**config.mk**
```make
export PLATFORM = sky130hd
export DESIGN_NAME = debouncer
export DESIGN_NICKNAME = d
export VERILOG_FILES = /design/src/rtl/debouncer.sv
export SDC_FILE = /design/constraint.sdc
export NUM_CORES = 1
export LEC_CHECK = 0
export ABC_CLOCK_PERIOD_IN_PS = 2500
export CAP_MARGIN = 10
export CORE_UTILIZATION = 60
export CTS_BUF_LIST = sky130_fd_sc_hd__clkbuf_4 sky130_fd_sc_hd__clkbuf_8
export DETAILED_ROUTE_END_ITERATION = 6
export GPL_ROUTABILITY_DRIVEN = 0
export PLACE_DENSITY = 0.89
export SLEW_MARGIN = 40
export SYNTH_ARGS = -nofsm -noshare
export SYNTH_HDL_FRONTEND = slang
export SYNTH_SLANG_ARGS = --single-unit
```
**constraint.sdc**
```tcl
create_clock -name Clock -period 2.5 [get_ports Clock]
set_clock_uncertainty 0.1 [all_clocks]
set_input_delay 0.25 -clock Clock [delete_from_list [all_inputs] [get_ports Clock]]
set_output_delay 0.25 -clock Clock [all_outputs]
set_load 0.02 [all_outputs]
```
**src/rtl/debouncer.sv**
```systemverilog
// ---------------------------------------------------------------------------
// debouncer
//
// Purpose:
//   Cleans up a raw, asynchronous mechanical input such as a pushbutton.
//   The input first passes through a two-flop synchronizer. A stability
//   counter then lets the debounced level follow the synchronized input only
//   after the two have disagreed for 2^Width consecutive enabled cycles. Any
//   bounce back to the current output level restarts the stability window.
//   In the top level this cleans GPIO_SW_C into the system reset request
//   (Width=20 at 10 MHz gives roughly 105 ms of required stability).
//
// Parameters:
//   Width   stability counter width (>= 1); stable time = 2^Width enabled cycles
//
// Ports:
//   Clock   in   single clock, all state updates on the rising edge
//   Reset   in   synchronous, active-high reset; overrides Enable and In
//   Enable  in   count qualifier (clock-enable tick); low freezes the counter
//   In      in   raw asynchronous input, only ever seen through the synchronizer
//   Out     out  debounced level, registered
//   Rise    out  one-cycle pulse in the first cycle Out reads 1
//   Fall    out  one-cycle pulse in the first cycle Out reads 0
// ---------------------------------------------------------------------------
module debouncer #(
  parameter int Width = 20
) (
  input  logic Clock,
  input  logic Reset,
  input  logic Enable,
  input  logic In,
  output logic Out,
  output logic Rise,
  output logic Fall
);

  localparam logic [Width-1:0] CntMax = {Width{1'b1}};

  logic             sync0;
  logic             sync1;
  logic [Width-1:0] cnt;
  logic             out_q;
  logic             rise_q;
  logic             fall_q;

  // Decision signals for the current edge. The output only ever moves when
  // the synchronized level has disagreed with it for a full window, and the
  // window only advances on enabled cycles.
  logic differs;
  logic window_done;
  logic update;

  assign differs     = (sync1 != out_q);
  assign window_done = (cnt == CntMax);
  assign update      = differs && Enable && window_done;

  // Two-flop synchronizer. The first flop may go metastable on an
  // asynchronous edge of In; only the second flop's value is used downstream.
  always_ff @(posedge Clock) begin
    if (Reset) begin
      sync0 <= 1'b0;
      sync1 <= 1'b0;
    end else begin
      sync0 <= In;
      sync1 <= sync0;
    end
  end

  // Stability counter. Agreement between the synchronized input and the
  // output clears the window so any bounce starts the count over. With
  // Enable low the count freezes rather than clearing, so a slow enable tick
  // simply stretches the window. The counter is cleared at its maximum when
  // the output updates and therefore never wraps.
  always_ff @(posedge Clock) begin
    if (Reset) begin
      cnt <= '0;
    end else if (!differs) begin
      cnt <= '0;
    end else if (Enable) begin
      if (window_done) begin
        cnt <= '0;
      end else begin
        cnt <= cnt + 1'b1;
      end
    end
  end

  // Debounced output plus its edge pulses. The pulses are registered on the
  // same edge that moves the output, so they are high exactly in the first
  // cycle the new level is visible and low on every other edge. Reset clears
  // them without producing a Fall, since it is not a debounced transition.
  always_ff @(posedge Clock) begin
    if (Reset) begin
      out_q  <= 1'b0;
      rise_q <= 1'b0;
      fall_q <= 1'b0;
    end else begin
      rise_q <= update && !out_q &&  sync1;
      fall_q <= update &&  out_q && !sync1;
      if (update) begin
        out_q <= sync1;
      end
    end
  end

  assign Out  = out_q;
  assign Rise = rise_q;
  assign Fall = fall_q;

endmodule

```
Figure 1. Placement by cell class (run 1).
Scale bar: 10 microns. Fill, decap, tap and diode cells in gray.
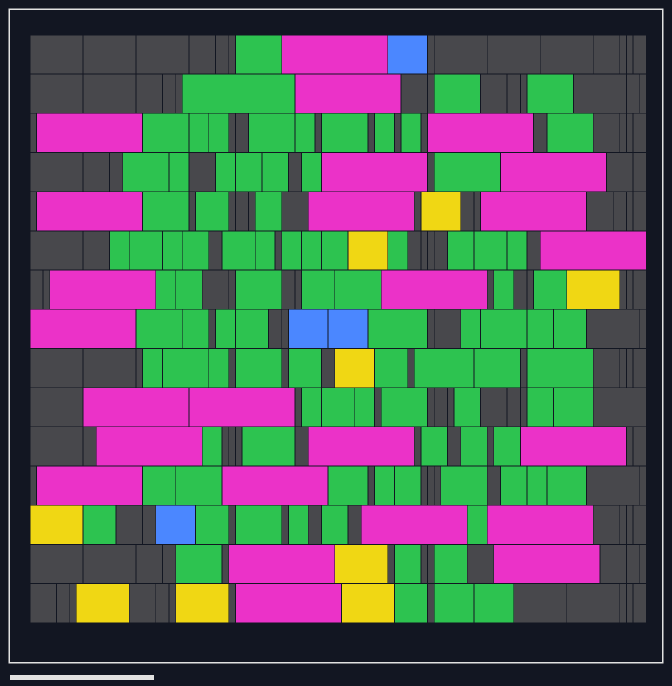
legend:
  clock drivers and dummy loads:
    color: blue
    cells: 4
  remaining buffers and delay cells:
    color: yellow
    cells: 9
  remaining logic cells:
    color: green
    cells: 94
  registers:
    color: magenta
    cells: 25
floorplan core area: 0.001745 sq mm
flop share of the area: 0.4036
post-route cell area: 0.001240 sq mm

Figure 2. Cell outlines without signal wires (run 1).
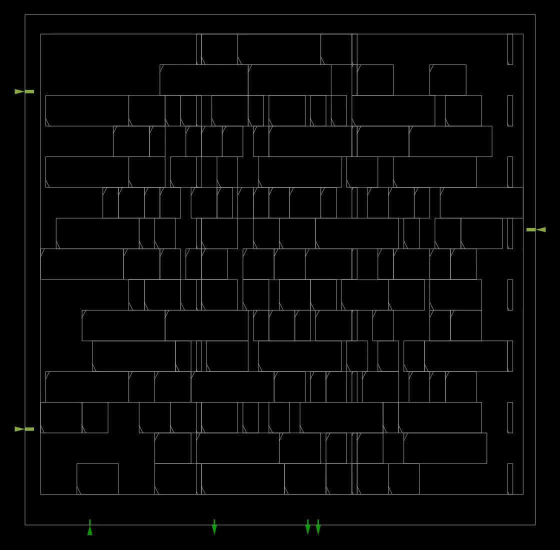
tapcells inserted: 25
FILL cells: 139
Std-Cell Rows: 15
number of standard cells in the layout, taps in and fillers out: 157
Core Util, Final: 0.7104

Figure 3. PDN straps and rails (run 1).
Pins as bars on the die edge. Tap cells in gray.
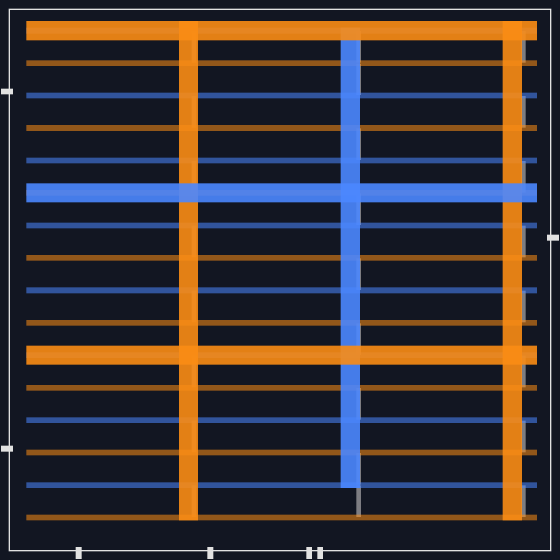
legend:
  VSS:
    color: orange
  VDD:
    color: blue
met5 straps: 3
met4 straps: 3

run 1: logic make-up (layout without fill, tap and decap cells):
group / Yosys count / in the layout
AND-OR/OR-AND: 14 / 14
XOR/XNOR: 15 / 15
adder cells (fa/ha/maj): 1 / 1
buffers and inverters: 6 / 16
flip-flops: 25 / 25
AND/OR/NAND/NOR: 61 / 61
run 1: metal layers:
layer	vias up	global-route usage	share of wire	wire, microns
met5	-	0	0	0
met4	0	0.09091	0.013	25
met3	4	0.05600	0.042	83
met2	20	0.3565	0.46	915
li1	451	-	-	-
met1	425	0.2910	0.48	963
run 1: layout make-up:
type	instances	area [sq um]	share of cell area
Clock buffer	4	30.03	0.02422
Tap cell	25	31.28	0.02523
Multi-Input combinational cell	91	584.3	0.4712
Inverter	3	11.26	0.009082
Timing Repair Buffer	9	82.58	0.06660
Sequential cell	25	500.5	0.4036
run 1: stage by stage:
stage	power, mW	std cells
floorplan	0.4165	122
global placement	0.4248	153
detailed placement	0.4254	153
CTS	0.6062	157
global route	0.6258	157
finish	0.6005	157
run 1: worst max path at each step:
| stage | from | endpoint | slack (ps) | cells past startpoint |
|---|---|---|---|---|
| 6_report | cnt[0]$_SDFFE_PP0P_ | Fall$_SDFF_PP0_ | 420 | 5 |
| 4_1_cts | cnt[0]$_SDFFE_PP0P_ | Fall$_SDFF_PP0_ | 400 | 5 |
| 3_5_place_dp | Enable | cnt[7]$_SDFFE_PP0P_ | 180 | 6 |
| 2_1_floorplan | cnt[0]$_SDFFE_PP0P_ | cnt[11]$_SDFFE_PP0P_ | 460 | 7 |
| 5_1_grt | cnt[0]$_SDFFE_PP0P_ | cnt[6]$_SDFFE_PP0P_ | 280 | 6 |
| 3_3_place_gp | Enable | cnt[8]$_SDFFE_PP0P_ | 260 | 6 |
==> results_slide.txt, run 1 <==
Implementation Results

Yosys
  • Syn Std Cell Area: 0.001122 sq mm
  • Xor/xnor share of the synthesized area: 0.1171
  • Number of nets in the synthesized netlist: between 100 and 150
  • Yosys cell count: between 100 and 150
  • Synth flops: 25
  • Most repeated cell in the gate-level netlist after synthesis: dfxtp_1
  • Number of standard cells after synthesis: ~120
  • Primary FF master, synth: dfxtp_1
  • Flip-flops with a built-in enable: 0
  • Yosys chip area: about 0.0011 sq mm
  • Tally of yosys warning messages: 0
  • Top cells by area in the synthesized netlist: dfxtp_1 (45%), xnor2_1 (7.0%), nor2_1 (5.4%)
  • Post-synthesis share of cell area spent on and, or, nand and nor gates: 0.3099
  • Register share after synthesis: 0.4459
  • Main logic family after synthesis: simple AND/OR/NAND/NOR gates
  • Adder-cell share of the synthesized area: 0.01115

Timing
  • Setup violations, final: 0
  • Worst Hold Margin: 354.8 ps
  • Minimum setup slack in the final design: about 420 ps
  • Final period util: 0.8335
  • Max-slew violation total from the final report: 0
  • Sum of negative setup slack: 0 ps
  • Final critical path time including I/O delays and setup: around 2100 ps
  • Slew headroom: 0.7620
  • Unrepaired setup endpoints after global routing: no
  • Achievable Freq: roughly 480 MHz
  • Least-Margin Pin Slew: approximately 350 ps

Global routing
  • Antenna violations before repair: 0
  • Total global routing overflow: 0
  • Via count of the first global-routing pass: about 800
  • Overall track demand over capacity in global routing: 0.2247

Detailed routing
  • Remaining DRCs: 0
  • DRC marker count from the first detailed-route iteration: 30
  • Vias per Instance: between 5 and 6
  • Routed wire per std cell: 12.66 microns

Final layout
  • Leading cell type in the layout, fill and taps excluded: dfxtp_1
  • Diode insertion count for antenna repair: 0
  • Share of post-route cells with drive strength above 1: 0.09848
  • Flip-flop count of the largest register, all copies and words added: 20
  • Most numerous logic cells after layout: dfxtp_1 (25), nor2_1 (16), nand2_1 (9), xnor2_1 (9)
  • Relative area change from synthesis to final layout: 10.48%

Setup path
  • Combined buffer and inverter count along the critical path: 0
  • CP top delay family: simple AND/OR/NAND/NOR gates
  • Critical-path cell list: ha_1, nand4_2, or4_4, or2_1, nor4b_1
  • Worst Path Class, Setup: reg -> reg
  • Worst-path maximum fanout: 9
  • Register-to-Register Path Depth: 5
  • Worst path required time: 2620 ps
  • End of the worst register-to-register path: Fall$_SDFF_PP0_
  • Crit path arrival time: between 2000 and 2500 ps

Power and ir drop
  • Seq power: around 0.4 mW
  • Sequential cell fraction of total power: 0.668
  • P_clk: 0.184 mW
  • Switch share: 0.1977
  • Peak supply drop: 482.3 uV
  • Relative contribution of combinational cells to total power: 0.025
  • Power in combinational cells: about 0.015 mW
  • Group drawing the most power: sequential cells

Clock network
  • Buffers from clock root to sink, at most: 2
  • Cts-stage hold buffer count: 0
  • CTS-repair resized insts: 0
  • Post-CTS repair timing setup buffer count: 0
  • Clock input transition at the sequential cells of the worst setup and hold paths: 120 ps
  • Master cell of the clock root buffer: clkbuf_4
  • Clock latency on the worst-skew pair: about 310 ps

Floorplan
  • Width of the chip: 45.25 microns
  • I/O pin total: 7
  • Initial standard-cell utilization of the core: 0.6430
  • Area enclosed by the die boundary: just over 0.002 sq mm

Job
  • Max-cap viol count: 0
  • Stage-log warning count: 26

Placement
  • Number of buffers inserted by port buffering: 6
  • Placed inst area: between 0.001 and 0.0015 sq mm

Min path
  • Type of the worst min-delay path: reg -> reg
  • Hold Path Origin: sync0$_SDFF_PP0_
  • Endpoint of the worst hold path: sync1$_SDFF_PP0_

Outcome
  • Result of the run: finished clean
Figure 4. Routed clock nets over the placement (run 1).
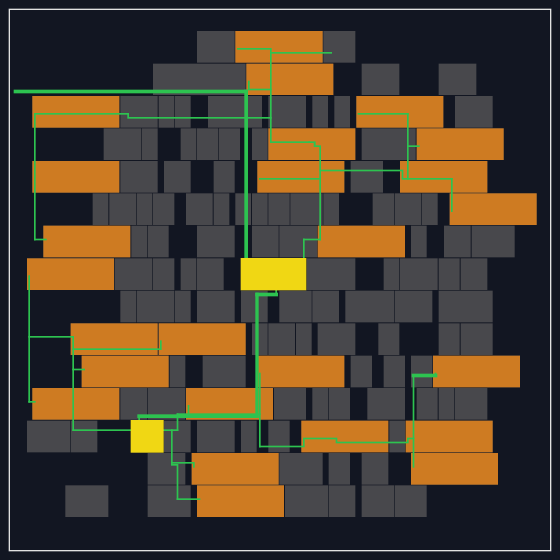

--- run 2 (diff from run 1) ---
ABC_CLOCK_PERIOD_IN_PS = 1800   (was 2500)
CORE_ASPECT_RATIO = 1.5   (was not set)
CORE_UTILIZATION = 54   (was 60)
PLACE_DENSITY = 0.85   (was 0.89)
clock period = 1.8 ns   (was 2.5 ns; I/O delays follow)
Figure 5. Routed clock nets over the placement (run 2).
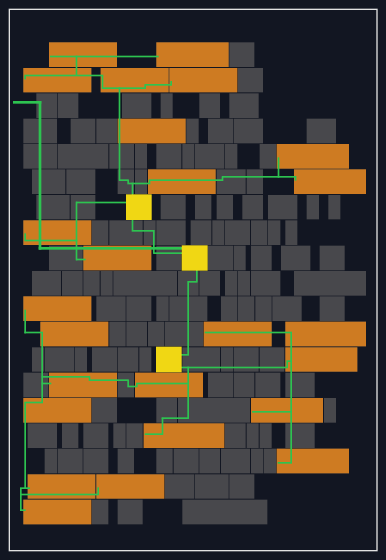
legend:
  flip-flops:
    color: orange
    count: 25
  clock-net drivers:
    color: yellow
    count: 3
  clock wires:
    color: green
    length: 255 microns
flops lie: widely spread
clock share of power: 0.295
clock latency on the worst-skew pair: 310 ps
P_clk: 0.245 mW

==> run 2 against run 1 <==
  * Final cell count increased by 11%
  * Area after synthesis stayed put
  * Wire length is 23% higher
  * Global-route usage grew 3.5 points
  * Combinational power is 92% higher
  * Highest routed layer unchanged
  * First-iteration DRC count shrank 70%
  * The flow now finishes with violations (negative setup slack)
==> results_slide.txt, run 2 <==
Implementation Results

Setup path
  • Crit path arrival time: 1950 ps (-250 ps)
  • Critical-path cell list: ha_4, nand4_4, or4_4, buf_4, o21bai_4, buf_4, nor2_1
  • Worst-path maximum fanout: 6 (-3)
  • Worst Path Class, Setup: reg -> reg
  • Path length in cells of the critical path: 7 (+2)
  • Register-to-Register Path Depth: 7 (+2)
  • CP top delay family: simple AND/OR/NAND/NOR gates
  • Worst path required time: 1910 ps (-710 ps)
  • Combined buffer and inverter count along the critical path: 2 (+2)

Final layout
  • Largest reg by FF count: cnt
  • Relative area change from synthesis to final layout: 28.99%
  • Core Util, Final: 0.7612 (+0.05079)
  • Flip-flop count of the largest register, all copies and words added: 20 (unchanged)
  • Post-route cell area: 0.001448 sq mm (+17%)
  • Share of post-route cells with drive strength above 1: 0.2876 (+0.1891)
  • Diode insertion count for antenna repair: 0 (unchanged)
  • Number of standard cells in the layout, taps in and fillers out: 174 (+11%)
  • Most numerous logic cells after layout: buf_4 (22), dfxtp_1 (17), nor2_1 (16)
  • Leading cell type in the layout, fill and taps excluded: buf_4

Clock network
  • Master cell of the clock root buffer: clkbuf_4
  • CTS-repair resized insts: 2 (+2)
  • Post-CTS repair timing setup buffer count: 3 (+3)
  • Cts-stage hold buffer count: 0 (unchanged)
  • Clk sinks: 25
  • Clock input transition at the sequential cells of the worst setup and hold paths: 140 ps (+20 ps)
  • Buffers from clock root to sink, at most: 2 (unchanged)

Min path
  • Type of the worst min-delay path: in -> reg

Timing
  • Unrepaired setup endpoints after global routing: yes
  • Sum of negative setup slack: -334.2 ps (-334.2 ps)
  • Final critical path time including I/O delays and setup: 1834 ps (-249.6 ps)
  • Final period util: 1.019 (+0.1855)
  • Setup violations, final: 17 (+17)
  • Worst Hold Margin: 318.4 ps (-36.42 ps)
  • Least-Margin Pin Slew: 392.4 ps (+38.63 ps)
  • Slew headroom: 0.7360 (-0.02599)
  • Achievable Freq: 545.2 MHz (+14%)
  • Max-slew violation total from the final report: 0 (unchanged)
  • Minimum setup slack in the final design: -34.20 ps (-450.4 ps)

Global routing
  • Overall track demand over capacity in global routing: 0.2602 (+0.03548)
  • Via count of the first global-routing pass: 1040 (+31%)
  • Maximum number of pins on one net before global-route repair: 15
  • Antenna violations before repair: 0 (unchanged)
  • Total global routing overflow: 0 (unchanged)

Yosys
  • Syn Std Cell Area: 0.001122 sq mm (unchanged)
  • Primary FF master, synth: dfxtp_1
  • Yosys chip area: 0.001122 sq mm (unchanged)
  • Flip-flops with a built-in enable: 0 (unchanged)
  • Synth flops: 25 (unchanged)
  • Most repeated cell in the gate-level netlist after synthesis: dfxtp_1
  • Number of nets in the synthesized netlist: 127 (unchanged)
  • Tally of yosys warning messages: 0 (unchanged)
  • Number of standard cells after synthesis: 122 (unchanged)
  • Top cells by area in the synthesized netlist: dfxtp_1 (45%), xnor2_1 (7.0%), nor2_1 (5.4%)
  • Yosys cell count: 122 (unchanged)
  • Register share after synthesis: 0.4459 (unchanged)

Floorplan
  • Floorplan core area: 0.001902 sq mm (+9.0%)
  • Width of the chip: 39.23 microns (-13%)
  • I/O pin total: 7 (unchanged)
  • Std-Cell Rows: 19 (+4)
  • Area enclosed by the die boundary: 0.002269 sq mm (+11%)
  • Initial standard-cell utilization of the core: 0.5901 (-0.05288)

Job
  • Max-cap viol count: 0 (unchanged)
  • Stage-log warning count: 29 (+12%)

Placement
  • Placed cell count: 167 (+9.2%)
  • Number of buffers inserted by port buffering: 6 (unchanged)
  • Placed inst area: 0.001380 sq mm (+14%)

Detailed routing
  • Vias per Instance: 5.753 (+0.36%)
  • Post-detailed-routing wire length: 2438 microns
  • Remaining DRCs: 0 (unchanged)
  • Routed wire per std cell: 14.01 microns (+11%)
  • DRC marker count from the first detailed-route iteration: 9 (-70%)

Power and ir drop
  • Total power: 0.8287 mW (+38%)
  • Peak supply drop: 496.0 uV (+2.8%)

Outcome
  • Result of the run: finished with violations
  • Violations in the final reports: negative setup slack
Figure 6. Metal 2 (run 2).
Scale bar: 10 microns.
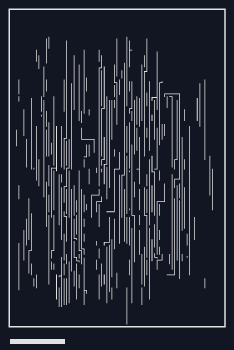
nets with wire on the layer: 140
wire length on this layer: 1360 microns
longest straight run: 27.2 microns
main direction: vertical
share of all routed wire: 56%

==> run 2: worst paths after layout <==
check                           start                   to  slack (ps)
hold reg to reg      sync0$_SDFF_PP0_     sync1$_SDFF_PP0_         360
setup / recovery  cnt[1]$_SDFFE_PP0P_  cnt[8]$_SDFFE_PP0P_         -30
setup reg to reg  cnt[1]$_SDFFE_PP0P_  cnt[8]$_SDFFE_PP0P_         -30
hold / removal                     In     sync0$_SDFF_PP0_         320
==> run 2: layout make-up <==
type | instances | area [sq um]
inverter | 3 | 11.26
fill | 119 | 454.2
clock buffer | 3 | 22.52
timing repair buffer | 30 | 247.7
multi-input combinational | 91 | 619.3
sequential | 25 | 515.5
clock inverter | 1 | 5.005
tap | 21 | 26.28
==> run 2: where the power goes <==
| group | leakage, nW | total (mW) | switching, mW | internal (mW) |
|---|---|---|---|---|
| clock | 0.0177 | 0.245 | 0.162 | 0.0830 |
| sequential | 0.206 | 0.554 | 0.00170 | 0.553 |
| combinational | 0.265 | 0.0294 | 0.0115 | 0.0180 |
==> run 2: cell families (layout without fill, tap and decap cells) <==
logic type / count (synthesis) / after routing / share of synthesized area
DFF: 25 / 25 / 0.4459
AOI/OAI and AO/OA: 14 / 14 / 0.08250
buffers and inverters: 6 / 37 / 0.03344
adders and majority gates: 1 / 1 / 0.01115
xor gates and xnor gates: 15 / 15 / 0.1171
and+or+nand+nor: 61 / 61 / 0.3099
==> run 2: routing by layer <==
| metal | global-route usage | vias to the layer above | part of all wire |
|---|---|---|---|
| li1 | - | 491 | - |
| met1 | 0.2587 | 480 | 0.39 |
| met2 | 0.4786 | 24 | 0.56 |
| met3 | 0.06130 | 6 | 0.041 |
| met4 | 0.1133 | 0 | 0.014 |
| met5 | 0 | - | 0 |
Power figures rest on the tool's default switching activity, not on a simulated workload.
